==> config.mk <==
export PLATFORM = sky130hd
export DESIGN_NAME = shift_sequencer
export DESIGN_NICKNAME = d
export VERILOG_FILES = /design/src/rtl/shift_sequencer.sv
export SDC_FILE = /design/constraint.sdc
export NUM_CORES = 1
export LEC_CHECK = 0
export CAP_MARGIN = 0
export CORE_MARGIN = 1.5
export CORE_UTILIZATION = 45
export CTS_CLUSTER_SIZE = 30
export DETAILED_ROUTE_END_ITERATION = 16
export PLACE_DENSITY = 0.74
export SLEW_MARGIN = 5
export SYNTH_ARGS = -nofsm -noshare
export SYNTH_HDL_FRONTEND = slang
export SYNTH_SLANG_ARGS = --single-unit
==> constraint.sdc <==
create_clock -name CLK -period 4.51 [get_ports CLK]
set_clock_uncertainty 0.05 [all_clocks]
set_input_delay 0.902 -clock CLK [delete_from_list [all_inputs] [get_ports CLK]]
set_output_delay 0.902 -clock CLK [all_outputs]
set_load 0.1 [all_outputs]
==> src/rtl/shift_sequencer.sv <==
// shift_sequencer: multi-cycle 32-bit barrel shift, one binary-weighted stage per clock.
// Optional SHSEQ_SKIP_EN: visit only the set bits of the shift amount.
module shift_sequencer #(
  parameter int DATA_W = 32,
  parameter int AMT_W  = 5
) (
  input  logic              CLK,
  input  logic              RST,
  input  logic              START,
  input  logic              SH_DIR,
  input  logic [AMT_W-1:0]  SH_AMT,
  input  logic [DATA_W-1:0] D_IN,
  output logic              BUSY,
  output logic              DONE,
  output logic [DATA_W-1:0] D_OUT
);

  localparam int CNT_W = (AMT_W > 1) ? $clog2(AMT_W) : 1;

  typedef enum logic [1:0] {
    S_IDLE,
    S_SHIFT,
    S_DONE
  } state_t;

  state_t             state, state_n;
  logic [DATA_W-1:0]  acc, acc_n;
  logic               dir_r, dir_n;
  logic [AMT_W-1:0]   amt_r, amt_n;
  logic [CNT_W-1:0]   cnt, cnt_n;
  logic [DATA_W-1:0]  dout_r, dout_n;

  logic [CNT_W-1:0]   sel;
  logic [AMT_W-1:0]   step;
  logic [DATA_W-1:0]  shifted;
  logic [DATA_W-1:0]  stage_val;
  logic               last;

`ifdef SHSEQ_SKIP_EN
  // Stage to apply this cycle: lowest bit still set in the amount.
  always_comb begin
    sel = '0;
    for (int i = AMT_W - 1; i >= 0; i--) begin
      if (amt_r[i]) sel = CNT_W'(i);
    end
  end
`else
  // Stage to apply this cycle: walk the stages in order.
  always_comb begin
    sel = cnt;
  end
`endif

  // One shift stage of weight 2^sel, arithmetic right or logical left.
  always_comb begin
    step = AMT_W'(1) << sel;
    if (dir_r)
      shifted = $unsigned($signed(acc) >>> step);
    else
      shifted = acc << step;
    stage_val = amt_r[sel] ? shifted : acc;
  end

  // State and datapath registers; reset clears everything at once.
  always_ff @(posedge CLK or posedge RST) begin
    if (RST) begin
      state  <= S_IDLE;
      acc    <= '0;
      dir_r  <= 1'b0;
      amt_r  <= '0;
      cnt    <= '0;
      dout_r <= '0;
    end else begin
      state  <= state_n;
      acc    <= acc_n;
      dir_r  <= dir_n;
      amt_r  <= amt_n;
      cnt    <= cnt_n;
      dout_r <= dout_n;
    end
  end

  // Next-state and datapath update; result latched only on SHIFT->DONE.
  always_comb begin
    state_n = state;
    acc_n   = acc;
    dir_n   = dir_r;
    amt_n   = amt_r;
    cnt_n   = cnt;
    dout_n  = dout_r;
    last    = 1'b0;
    unique case (state)
      S_IDLE, S_DONE: begin
        if (START) begin
          acc_n   = D_IN;
          dir_n   = SH_DIR;
          amt_n   = SH_AMT;
          cnt_n   = '0;
          state_n = S_SHIFT;
        end else begin
          state_n = S_IDLE;
        end
      end
      S_SHIFT: begin
        acc_n = stage_val;
`ifdef SHSEQ_SKIP_EN
        amt_n = amt_r & (amt_r - AMT_W'(1));
        last  = (amt_n == '0);
`else
        last  = (cnt == CNT_W'(AMT_W - 1));
`endif
        if (last) begin
          dout_n  = stage_val;
          state_n = S_DONE;
        end else begin
          cnt_n = cnt + CNT_W'(1);
        end
      end
      default: state_n = S_IDLE;
    endcase
  end

  // Handshake outputs decode straight from the state.
  always_comb begin
    BUSY  = (state == S_SHIFT);
    DONE  = (state == S_DONE);
    D_OUT = dout_r;
  end

endmodule

==> images/pdn.png <==
Scale bar: 50 microns. Pins as bars on the die edge. Tap cells in gray.
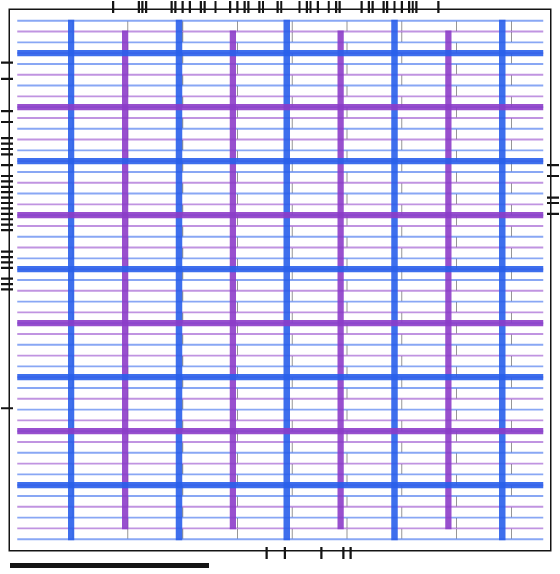
- purple: VDD
- blue: VSS
- met1 rails: 49
- tap cells: 225
- signal pins: 75
- met4 straps: 9

==> images/cell_classes.png <==
Scale bar: 50 microns.
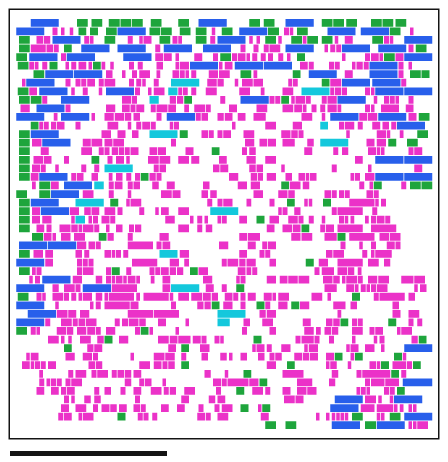
- blue: flip-flops (cells 75; share of their area 21%)
- cyan: clock drivers and dummy loads (cells 16; share of their area 3.3%)
- green: other buffers and delay cells (cells 130; share of their area 13%)
- magenta: all other logic (cells 835; share of their area 63%)

==> run summary <==
The following summarizes the physical implementation.

Clocking
The post-CTS setup buffer count is 0. The number of buffers inserted for hold repair after clock tree synthesis is 0. The number of H-tree levels is 3. The worst-case clock buffer depth is 2.

Placement
In the placement report, post-DP HPWL is listed as 31,640 microns. The number of buffers inserted by port buffering is 74. The area of placed instances is 8880 sq um. The total placed cells including tap cells is 1,265. The global placer's final weighted congestion is 1.085.

The worst slack at placement is 0.7885 ns.

Global route
The met3 routing resource usage after global routing is 15.25%. Global routing used 66.67% of the available met2 tracks. The met1 track utilization from global routing is between 60% and 70%. The number of antenna violations at the first check in global routing came to 2. The via count of the first global-routing pass is 9,428.

Critical path
The critical path is of the reg2reg type. The startpoint of the most critical setup path is cnt[1]. The destination of the worst register-to-register timing path is acc[11]. The worst register-to-register path has a depth of 8. The slowest library cell on the worst path is sky130_fd_sc_hd__ha_1. The critical path capture point type is a flop.

The cell seen most often among critical-path stages is sky130_fd_sc_hd__a21oi_1.

Layout
After layout, the buffer instance count without clock buffers stands at 130. The final non-filler cell total is 1,281. The buffer share of cell area is 12.63%. In the final layout, multi-input gates take up roughly 60% of the cell area. In this run the layout overhead on the synthesized area is reported as 15.28%. The cell class with the largest area share is combinational gates. For the completed layout, the total cell area is recorded as 9175 sq um. Measured on the final layout, the clock distribution area share stands at 3.218%.

The count of sequential standard cells is 75. The final layout report lists a filler cell count of approximately 1,700. The area of the multi-input gates is 5497 sq um. Leaving out fill and tap cells, the most frequent cell in the layout is sky130_fd_sc_hd__o21ai_0.

Synthesis
Sequential elements use 23.58% of the synthesized area. Per the synthesis report, the XOR/XNOR share of the synthesized area is 0%. The share of synthesized cell area in and-or and or-and compound cells is 33.27%. The synthesized netlist devotes a little over a fifth of its cell area to simple gates. Summing every instance area after synthesis gives 7959 sq um. The most frequently used cell type in the post-synthesis netlist is sky130_fd_sc_hd__o21ai_0.

Worst hold path
Per the hold report, the tightest min-delay path originates at amt_r[4]. The worst hold path terminates at amt_r[4]. The worst min-delay path category is reg2reg.

Final timing
The post-route worst setup slack is 0.5284 ns. Setup repair after global routing left no endpoint under its margin. The final max-slew violation count recorded for this run is 0. Endpoints with negative setup slack in the final report add up to 0. The worst slack on hold paths is around 0.43 ns.

Floorplanning
The die covers 18,490 sq um. From left edge to right edge, the die measures 136.0 microns. The count of standard-cell rows is 48. The count of boundary I/O pins is 75. The design received a total of approximately 230 well taps at floorplan.

Route
The iteration count recorded for the first detailed-route pass is 6. The number of nets still failing antenna checks after routing is 0. The detailed router finished its first iteration with 1,934 violations. The DRC violation count after routing is 0. Across all layers, the routed design uses roughly 9,900 vias. The met2 wirelength from detailed routing is about 18,000 microns.

Run status
The run finished with clean final reports.
==> images/clock_map.png <==
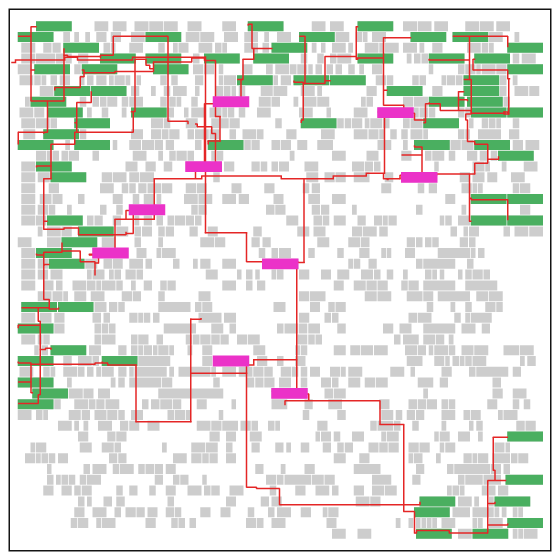
- magenta: cells driving clock nets (count 9)
- red: clock wires (length 1,450 microns)
- green: flip-flops (count 75)
- routed clock nets: 10

